==> src/rtl/pipe_ctrl_pkg.sv <==
// pipe_ctrl_pkg: shared definitions for the pipeline sequencer.
//   - stage index constants for the controlled registers
//   - stall/flush bus type, FSM state encoding, common word constants
package pipe_ctrl_pkg;

    // Index into stall/flush: the register named is the one being held/bubbled.
    localparam int PC_I = 0;   // PC
    localparam int IF_I = 1;   // IF_ID
    localparam int ID_I = 2;   // ID_EX
    localparam int EX_I = 3;   // EX_MEM
    localparam int WB_I = 4;   // MEM_WB

    localparam int ADDR_BUS_W = 32;
    localparam logic [ADDR_BUS_W-1:0] ZERO_WORD = '0;

    typedef logic [4:0] stall_bus_t;

    // An exception drains every register downstream of PC.
    localparam stall_bus_t FLUSH_EXC = 5'b11110;

    typedef enum logic {
        S_RUN  = 1'b0,
        S_WAIT = 1'b1
    } state_t;

endpackage

==> src/rtl/pipe_ctrl_stall_prio.sv <==
// pipe_ctrl_stall_prio: combinational priority encoder from per-stage stall
// requests to hold/bubble vectors. The highest requesting stage wins: every
// register upstream of it holds, and the register right after it takes a
// bubble so the stalled instruction is not duplicated downstream.
// Ports:
//   if_stallreq/id_stallreq/ex_stallreq/mem_stallreq : stage stall requests
//   stall : hold bit per register (PC..MEM_WB)
//   flush : bubble bit per register (PC..MEM_WB)
module pipe_ctrl_stall_prio
    import pipe_ctrl_pkg::*;
(
    input  logic       if_stallreq,
    input  logic       id_stallreq,
    input  logic       ex_stallreq,
    input  logic       mem_stallreq,
    output stall_bus_t stall,
    output stall_bus_t flush
);

    always_comb begin
        stall = '0;
        flush = '0;
        if (mem_stallreq) begin
            stall = 5'b01111;
            flush[WB_I] = 1'b1;
        end else if (ex_stallreq) begin
            stall = 5'b00111;
            flush[EX_I] = 1'b1;
        end else if (id_stallreq) begin
            stall = 5'b00011;
            flush[ID_I] = 1'b1;
        end else if (if_stallreq) begin
            stall = 5'b00001;
            flush[IF_I] = 1'b1;
        end
    end

endmodule

==> src/rtl/pipe_ctrl.sv <==
// pipe_ctrl: central pipeline sequencer for the 5-stage core.
// Resolves stage stall requests, branch redirects and exception flushes into
// per-register hold/bubble controls and owns PC redirection. A redirect that
// arrives while an ibus fetch is outstanding is parked in pend_pc (state WAIT)
// and issued on the first cycle the bus is free; meanwhile PC is held and the
// returning wrong-path fetch is dropped.
// Ports:
//   clk, rst            : clock, async active-high reset
//   *_stallreq          : stall requests from IF/ID/EX/MEM
//   br_flag, br_target  : taken branch from ID
//   exc_flush, exc_target : committed exception from MEM
//   ibus_busy           : fetch outstanding on ibus
//   stall, flush        : hold / bubble per register (0=PC .. 4=MEM_WB)
//   pc_redirect, redirect_pc : load PC with redirect_pc (0 when not redirecting)
//   discard_fetch       : drop returning fetch data
// Optional (define PIPE_PERF_EN):
//   perf_stall_cyc      : cycles with PC held
//   perf_flush_cnt      : exceptions plus honoured branches
module pipe_ctrl
    import pipe_ctrl_pkg::*;
#(
    parameter int ADDR_W = 32,
    parameter int NREG   = 5
)(
    input  logic              clk,
    input  logic              rst,
    input  logic              if_stallreq,
    input  logic              id_stallreq,
    input  logic              ex_stallreq,
    input  logic              mem_stallreq,
    input  logic              br_flag,
    input  logic [ADDR_W-1:0] br_target,
    input  logic              exc_flush,
    input  logic [ADDR_W-1:0] exc_target,
    input  logic              ibus_busy,
    output logic [NREG-1:0]   stall,
    output logic [NREG-1:0]   flush,
    output logic              pc_redirect,
    output logic [ADDR_W-1:0] redirect_pc,
`ifdef PIPE_PERF_EN
    output logic [31:0]       perf_stall_cyc,
    output logic [31:0]       perf_flush_cnt,
`endif
    output logic              discard_fetch
);

    state_t            state;
    logic [ADDR_W-1:0] pend_pc;
    stall_bus_t        rstall, rflush;
    logic              br_take;
    logic              redir_req;
    logic [ADDR_W-1:0] redir_tgt;

    pipe_ctrl_stall_prio u_prio (
        .if_stallreq  (if_stallreq),
        .id_stallreq  (id_stallreq),
        .ex_stallreq  (ex_stallreq),
        .mem_stallreq (mem_stallreq),
        .stall        (rstall),
        .flush        (rflush)
    );

    always_comb begin
        stall         = rstall;
        flush         = rflush;
        pc_redirect   = 1'b0;
        redirect_pc   = '0;
        discard_fetch = 1'b0;
        br_take       = 1'b0;
        redir_req     = 1'b0;
        redir_tgt     = '0;

        if (exc_flush) begin
            stall = '0;
            flush = FLUSH_EXC;
        end

        if (state == S_RUN) begin
            // A branch seen while PC is held would be lost; ID re-presents it.
            br_take   = br_flag && !exc_flush && !rstall[PC_I];
            if (br_take)
                flush[IF_I] = 1'b1;
            redir_req = exc_flush || br_take;
            redir_tgt = exc_flush ? exc_target : br_target;
        end else begin
            stall[PC_I]   = 1'b1;
            flush[IF_I]   = 1'b1;
            discard_fetch = 1'b1;
            redir_req     = 1'b1;
            // A later exception supersedes the parked target.
            redir_tgt     = exc_flush ? exc_target : pend_pc;
        end

        if (redir_req && !ibus_busy) begin
            pc_redirect = 1'b1;
            redirect_pc = redir_tgt;
        end
    end

    always_ff @(posedge clk or posedge rst) begin
        if (rst) begin
            state   <= S_RUN;
            pend_pc <= '0;
        end else if (redir_req) begin
            if (ibus_busy) begin
                state   <= S_WAIT;
                pend_pc <= redir_tgt;
            end else begin
                state   <= S_RUN;
            end
        end
    end

`ifdef PIPE_PERF_EN
    always_ff @(posedge clk or posedge rst) begin
        if (rst) begin
            perf_stall_cyc <= '0;
            perf_flush_cnt <= '0;
        end else begin
            if (stall[PC_I])
                perf_stall_cyc <= perf_stall_cyc + 32'd1;
            if (exc_flush || br_take)
                perf_flush_cnt <= perf_flush_cnt + 32'd1;
        end
    end
`endif

endmodule

==> config.mk <==
export PLATFORM = sky130hd
export DESIGN_NAME = pipe_ctrl
export DESIGN_NICKNAME = d
export VERILOG_FILES = /design/src/rtl/pipe_ctrl_pkg.sv /design/src/rtl/pipe_ctrl_stall_prio.sv /design/src/rtl/pipe_ctrl.sv
export SDC_FILE = /design/constraint.sdc
export NUM_CORES = 1
export LEC_CHECK = 0
export CAP_MARGIN = 15
export CORE_UTILIZATION = 30
export DETAILED_ROUTE_END_ITERATION = 6
export PLACE_DENSITY_LB_ADDON = 0.05
export SLEW_MARGIN = 20
export SYNTH_ARGS = -nofsm -noshare
export SYNTH_HDL_FRONTEND = slang
export SYNTH_SLANG_ARGS = --single-unit
==> constraint.sdc <==
create_clock -name clk -period 1.7 [get_ports clk]
set_input_delay 0.17 -clock clk [delete_from_list [all_inputs] [get_ports clk]]
set_output_delay 0.17 -clock clk [all_outputs]
set_load 0.01 [all_outputs]
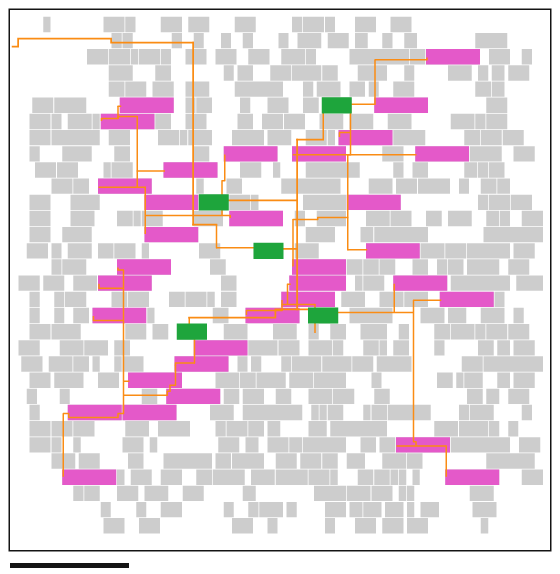
*Clock wires, drivers and flops, run 1*
Bar = 20 um.
[clock wires] orange | length: 488 um
[flip-flops] magenta | count: 33
[clock-net drivers] green | count: 5
routed clock nets: 6

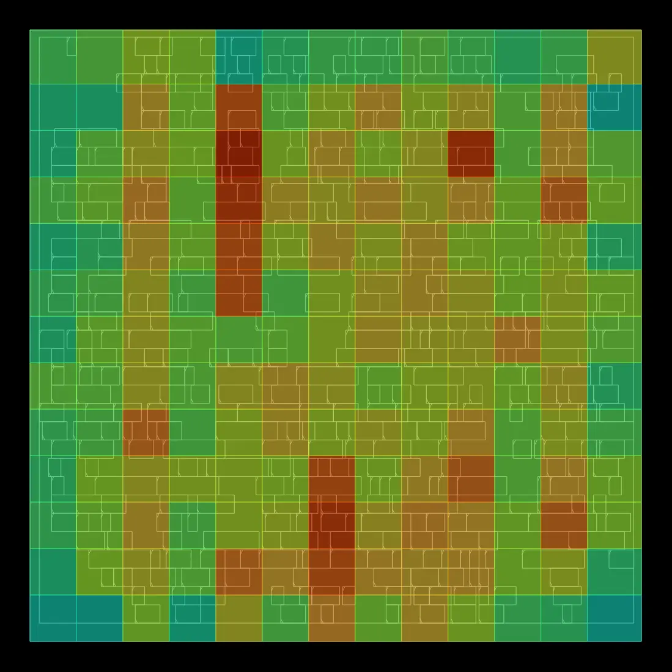
*Congestion heat map, run 1*
GRT Max-Usage Layer: met2
M3 GR Usage: 0.0362
met2 Use GR: 0.343
final core utilization: 0.601
met1 global-route usage: 0.233

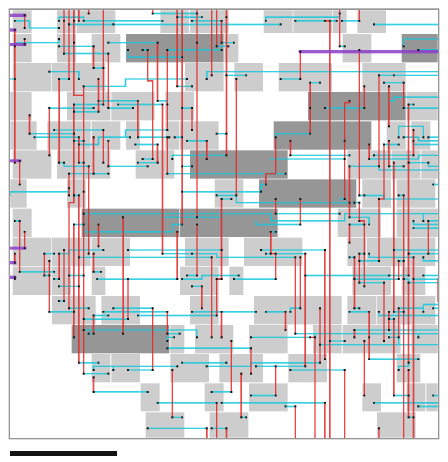
*Close-up of the layout, run 1*
Bar = 10 um. Region (3, 3) to (43, 43) um. Cells in gray, sequential cells in the stronger gray; small squares are vias.
| layer | color |
|---|---|
| M2 | red |
| M3 | purple |
| M1 | cyan |
netlist names of flops here include: pend_pc (8)
most frequent: buf_4 (16), clkdlybuf4s50_1 (15), mux2i_1 (10)
cells with their middle in the window: 94
sequential cells in the window: 8

==> reports/qor.txt, run 1 <==
DRT antenna net count -> 0
Area fraction in compound gates -> 0.114
Root buffer cell -> clkbuf_8
Worst reg2reg path startpoint -> state$_DFFE_PP0P_
Leading area contributor after synthesis -> dfrtp_1
Synth Warn # -> 0
CTS Sinks -> 33
Class of the worst hold path -> in2async
Final Skew -> 0.00292 ns
P_leak -> 2.05 nW
Crit path launch type -> flip-flop
TNS Setup -> -4.33 ns
Cell Type Count -> 23
Most numerous logic cell after layout -> clkdlybuf4s50_1
Final period utilization -> 1.13
Final worst slack -> -0.213 ns
Yosys xor share -> 0
# rows -> 32
Layout cells sized above 1 -> 0.444
Seq/Total Area, Yosys -> 0.349
Cells in synth_stat.txt -> 240
Antenna diodes -> 0
Worst hold slack -> 0.214 ns
Area delta synth->final -> 95.2%
Initial DRC count -> 41
Final hold vios -> 0
Total track usage -> 0.190
Final WL -> 8150 um
Synth Area per Inst -> 9.86 sq um
# H-tree levels -> 2
CTS Hold Bufs -> 0
Total power draw -> 0.00302 W
Max clock buf depth -> 2
Vias -> 2508
CP Capture Point -> redirect_pc[1]
Vias in the first global route -> 2547
Reg-to-Reg End -> pend_pc[3]$_DFFE_PP0P_
Violated checks -> setup timing
RSZ-0062 raised after global routing -> true
Total core area -> 7690 sq um
Peak VDD IR -> 0.000321 V
Final nets -> 498
Crit path cell chain -> buf_4 -> clkbuf_16 -> mux2i_1 -> a2111oi_2 -> buf_2
Number of max-cap violations -> 0
Die Y -> 90.8 um
Via density -> 4.75
Placed inst area -> 4080 sq um
Worst Setup Path Type -> reg2out
Logic area -> 1700 sq um
DRC viols -> 0
Post-synthesis mux area share -> 0.355
Most instantiated logic cells after routing -> clkdlybuf4s50_1, buf_4, dfrtp_1
Global-route congestion overflow total -> 0
Post-placement cell count -> 494
TritonCTS clock tree -> yes
Clock transition at the registers of the reported paths -> 0.07 ns
Simple-Gate Area Share -> 0.100
Initial antenna violation count -> 0
CP max FO -> 5
Final setup viols -> 32
Power Density -> 654 nW/um^2
Outcome -> finished, violations left
## run 1: synth_stat cells
| master | n |
|---|---|
| nor2_1 | 6 |
| mux2_2 | 17 |
| nor3_1 | 17 |
| a2111oi_0 | 16 |
| buf_6 | 1 |
| clkinv_1 | 1 |
| o21ai_0 | 2 |
| a311oi_1 | 1 |
| o21ai_4 | 1 |
| dfrtp_1 | 33 |
| conb_1 | 1 |
| buf_1 | 1 |
| nor2b_1 | 16 |
| a21o_1 | 2 |
| or4_4 | 1 |
| mux2i_1 | 48 |
| buf_4 | 4 |
| clkbuf_1 | 13 |
| inv_1 | 19 |
| mux2_1 | 15 |
| buf_2 | 4 |
| a21oi_1 | 16 |
| nand2_1 | 5 |
## run 1: report_power, final
part / switching (W) / total, W / leakage (nW) / internal, W
sequential: 0.0000955 / 0.00105 / 0.379 / 0.000955
combinational: 0.000548 / 0.00132 / 1.62 / 0.000770
clock: 0.000287 / 0.000653 / 0.0542 / 0.000366
total: 0.000931 / 0.00302 / 2.05 / 0.00209
## run 1: flip-flops by register name, summed over array words and instances, names as in the netlist
signal   count
pend_pc     32
state        1
## run 1: what timing repair did
| item | in CTS | in global routing |
|---|---|---|
| gates resized | 187 | 51 |
| gates cloned | 0 | 3 |
| setup buffers | 15 | 12 |
| pin swaps | 15 | 6 |
| setup endpoints to repair | 73 | 40 |
## run 1: layer usage
metal,vias to the layer above,share of wire,track usage
met1,1216,0.44,0.233
met2,60,0.51,0.343
met4,0,0.0072,0.0397
li1,1226,-,-
met5,-,0,0
met3,6,0.038,0.0362
## run 1: area by class of cell
type | instances | share of cell area
clock inverter | 1 | 0.00108
multi-input combinational | 165 | 0.369
inverter | 20 | 0.0162
sequential | 33 | 0.179
tap | 102 | 0.0276
clock buffer | 7 | 0.0209
timing repair buffer | 200 | 0.386
### I/O pins on the die edge, run 1

Pins as bars across the die edge, other pins in gray.
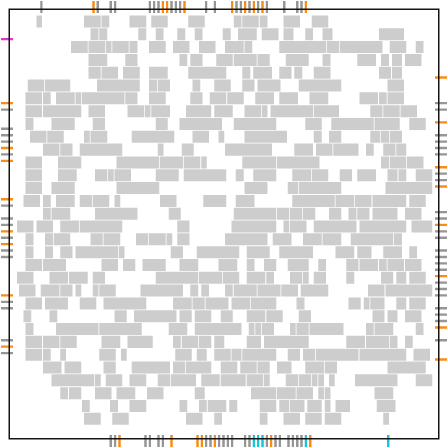

==> run 2, diff against run 1 <==
MAX_ROUTING_LAYER = met4   (was unset)
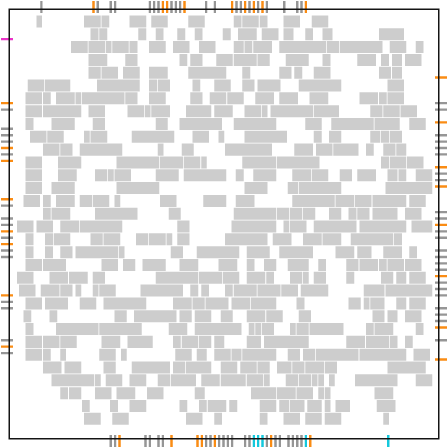
*I/O pins on the die edge, run 2*
Pins as bars across the die edge, other pins in gray.
| port | color | pins | direction | edge |
|---|---|---|---|---|
| clk | magenta | 1 | input | west |
| flush | cyan | 5 | output | south |
| br_target | orange | 32 | input | 9 north, 8 east, 8 west, 7 south |
all pins by edge: 33 south, 31 east, 29 north, 24 west

==> run 2 against run 1 <==
Hold slack gained 0.0017 ns. Global-route usage grew 0.45 points. Register-to-register slack is essentially flat. Via count grew 0.16%. Worst setup slack lost 0.0068 ns. Critical path depth is the same. Wire length is essentially flat. Clock power is essentially flat. Die area is the same. The run still ends with setup timing left. Design area grew 0.11%. Cell count grew 0.19%. Synthesized cell count is the same. Largest cell class unchanged.
==> reports/qor.txt, run 2 <==
TritonCTS clock tree -> yes
Initial DRC count -> 25
Simple-Gate Area Share -> 0.100
Synth Warn # -> 0
Max clock buf depth -> 2
Reg-to-Reg End -> pend_pc[3]$_DFFE_PP0P_
TNS Setup -> -4.27 ns
CP max FO -> 5
CTS Hold Bufs -> 0
Most numerous logic cell after layout -> clkdlybuf4s50_1
Cell Type Count -> 23
Number of max-cap violations -> 0
Clock transition at the registers of the reported paths -> 0.07 ns
Area delta synth->final -> 95.4%
Violated checks -> setup timing
Seq/Total Area, Yosys -> 0.349
Top flop regs -> pend_pc (32), state (1)
Final Skew -> 0.00330 ns
Outcome -> finished, violations left
Power Density -> 653 nW/um^2
Most instantiated logic cells after routing -> clkdlybuf4s50_1, buf_4, dfrtp_1
First-pass GRT wire length -> 12400 um
Count leader, synth -> mux2i_1
Vias in the first global route -> 2550
Post-DP HPWL -> 5510 um
Crit path cell chain -> buf_4 -> clkbuf_16 -> mux2i_1 -> a2111oi_2 -> buf_2
Final period utilization -> 1.13
CTS Sinks -> 33
Leading area contributor after synthesis -> dfrtp_1
Post-synthesis mux area share -> 0.355
Main flop type after synthesis -> dfrtp_1
Reg with most FFs -> pend_pc
DRC viols -> 0
Max Freq -> 521 MHz
Total core area -> 7690 sq um
Final worst slack -> -0.220 ns
Cells in synth_stat.txt -> 240
Final nets -> 499
Total power draw -> 0.00302 W
Synth Area per Inst -> 9.86 sq um
Skew-Pair Late Insertion Delay -> 0.28 ns
Area fraction in compound gates -> 0.114
Final WL -> 8150 um
Crit path launch type -> flip-flop
Worst reg2reg path startpoint -> state$_DFFE_PP0P_
Class of the worst hold path -> in2async
Final setup viols -> 32
Largest register FFs -> 32
Worst Setup Path Type -> reg2out
Total track usage -> 0.194
Final hold vios -> 0
RSZ-0062 raised after global routing -> true
Layout cells sized above 1 -> 0.445
Initial antenna violation count -> 0
Worst hold slack -> 0.216 ns
Global-route congestion overflow total -> 0
DRT antenna net count -> 0
EDFF count, synth -> 0
Antenna diodes -> 0
Placed inst area -> 4080 sq um
P_leak -> 2.07 nW
Root buffer cell -> clkbuf_8
Yosys xor share -> 0
Most frequent cells after synthesis -> mux2i_1, dfrtp_1, inv_1
Die Y -> 90.8 um
# rows -> 32
Via density -> 4.75
Top cells, area -> dfrtp_1, mux2i_1, mux2_2
Crit path capture type -> output pin
Vias -> 2512
Post-placement cell count -> 494
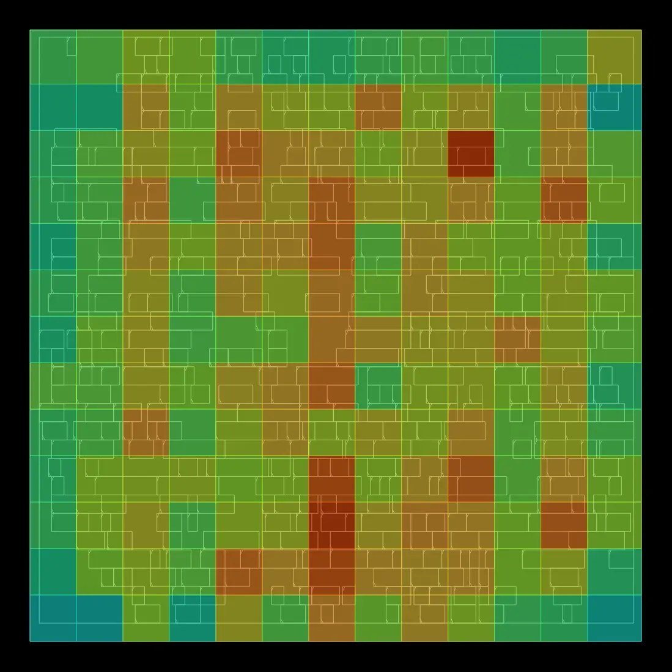
*Congestion heat map, run 2*
met1 global-route usage: 0.232
final core utilization: 0.602
per-cell routed wire length: 15.4 um
M3 GR Usage: 0.0328

==> run 2: layer usage <==
layer	vias to the layer above	part of all wire	global-route usage
met2	65	0.52	0.343
met3	2	0.041	0.0328
met1	1217	0.44	0.232
met5	-	0	-
met4	0	0.0015	0.0397
li1	1228	-	-
==> run 2: timing repair <==
action | 4_1_cts | 5_1_grt
setup buffers | 15 | 13
gates cloned | 0 | 3
pin swaps | 15 | 6
setup endpoints to repair | 73 | 40
hold endpoints to repair | 0 | 0
gates resized | 187 | 51
==> run 2: cell type report <==
cell class	count	area (sq um)
clock inverter	1	5.00
clock buffer	7	96.3
tap	102	128
sequential	33	827
fill	700	3060
timing repair buffer	201	1800
inverter	20	75.1
multi-input combinational	165	1700
==> run 2: worst max-delay path, delay by kind of cell, from the launching register on <==
kind	cells	cell delay, ns
mux	1	0.15
compound gates	1	0.39
flops	1	0.41
buf+inv	3	0.52
==> run 2: worst max path at each step <==
stage	from	end	slack, ns	depth (start not counted)
final	state$_DFFE_PP0P_	redirect_pc[1]	-0.22	5
after detailed placement	mem_stallreq	redirect_pc[6]	-0.78	7
after global routing	state$_DFFE_PP0P_	redirect_pc[1]	-0.29	5
after floorplan	state$_DFFE_PP0P_	redirect_pc[1]	-0.008	4
after CTS	state$_DFFE_PP0P_	redirect_pc[7]	-0.31	6
after global placement	mem_stallreq	redirect_pc[6]	-0.79	7
==> run 2: where the power goes <==
part	total, W	internal, W	switching, W
Combinational	0.00132	0.000770	0.000547
Sequential	0.00105	0.000955	0.0000957
Clock	0.000652	0.000366	0.000286
==> run 2: cells by family (layout without fill, tap and decap cells) <==
family,after synthesis,count (layout)
buffers and inverters,43,229
other,1,2
multiplexers,80,80
AND-OR/OR-AND,38,38
AND/OR/NAND/NOR,45,45
flip-flops,33,33
Power figures rest on the tool's default switching activity, not on a simulated workload.
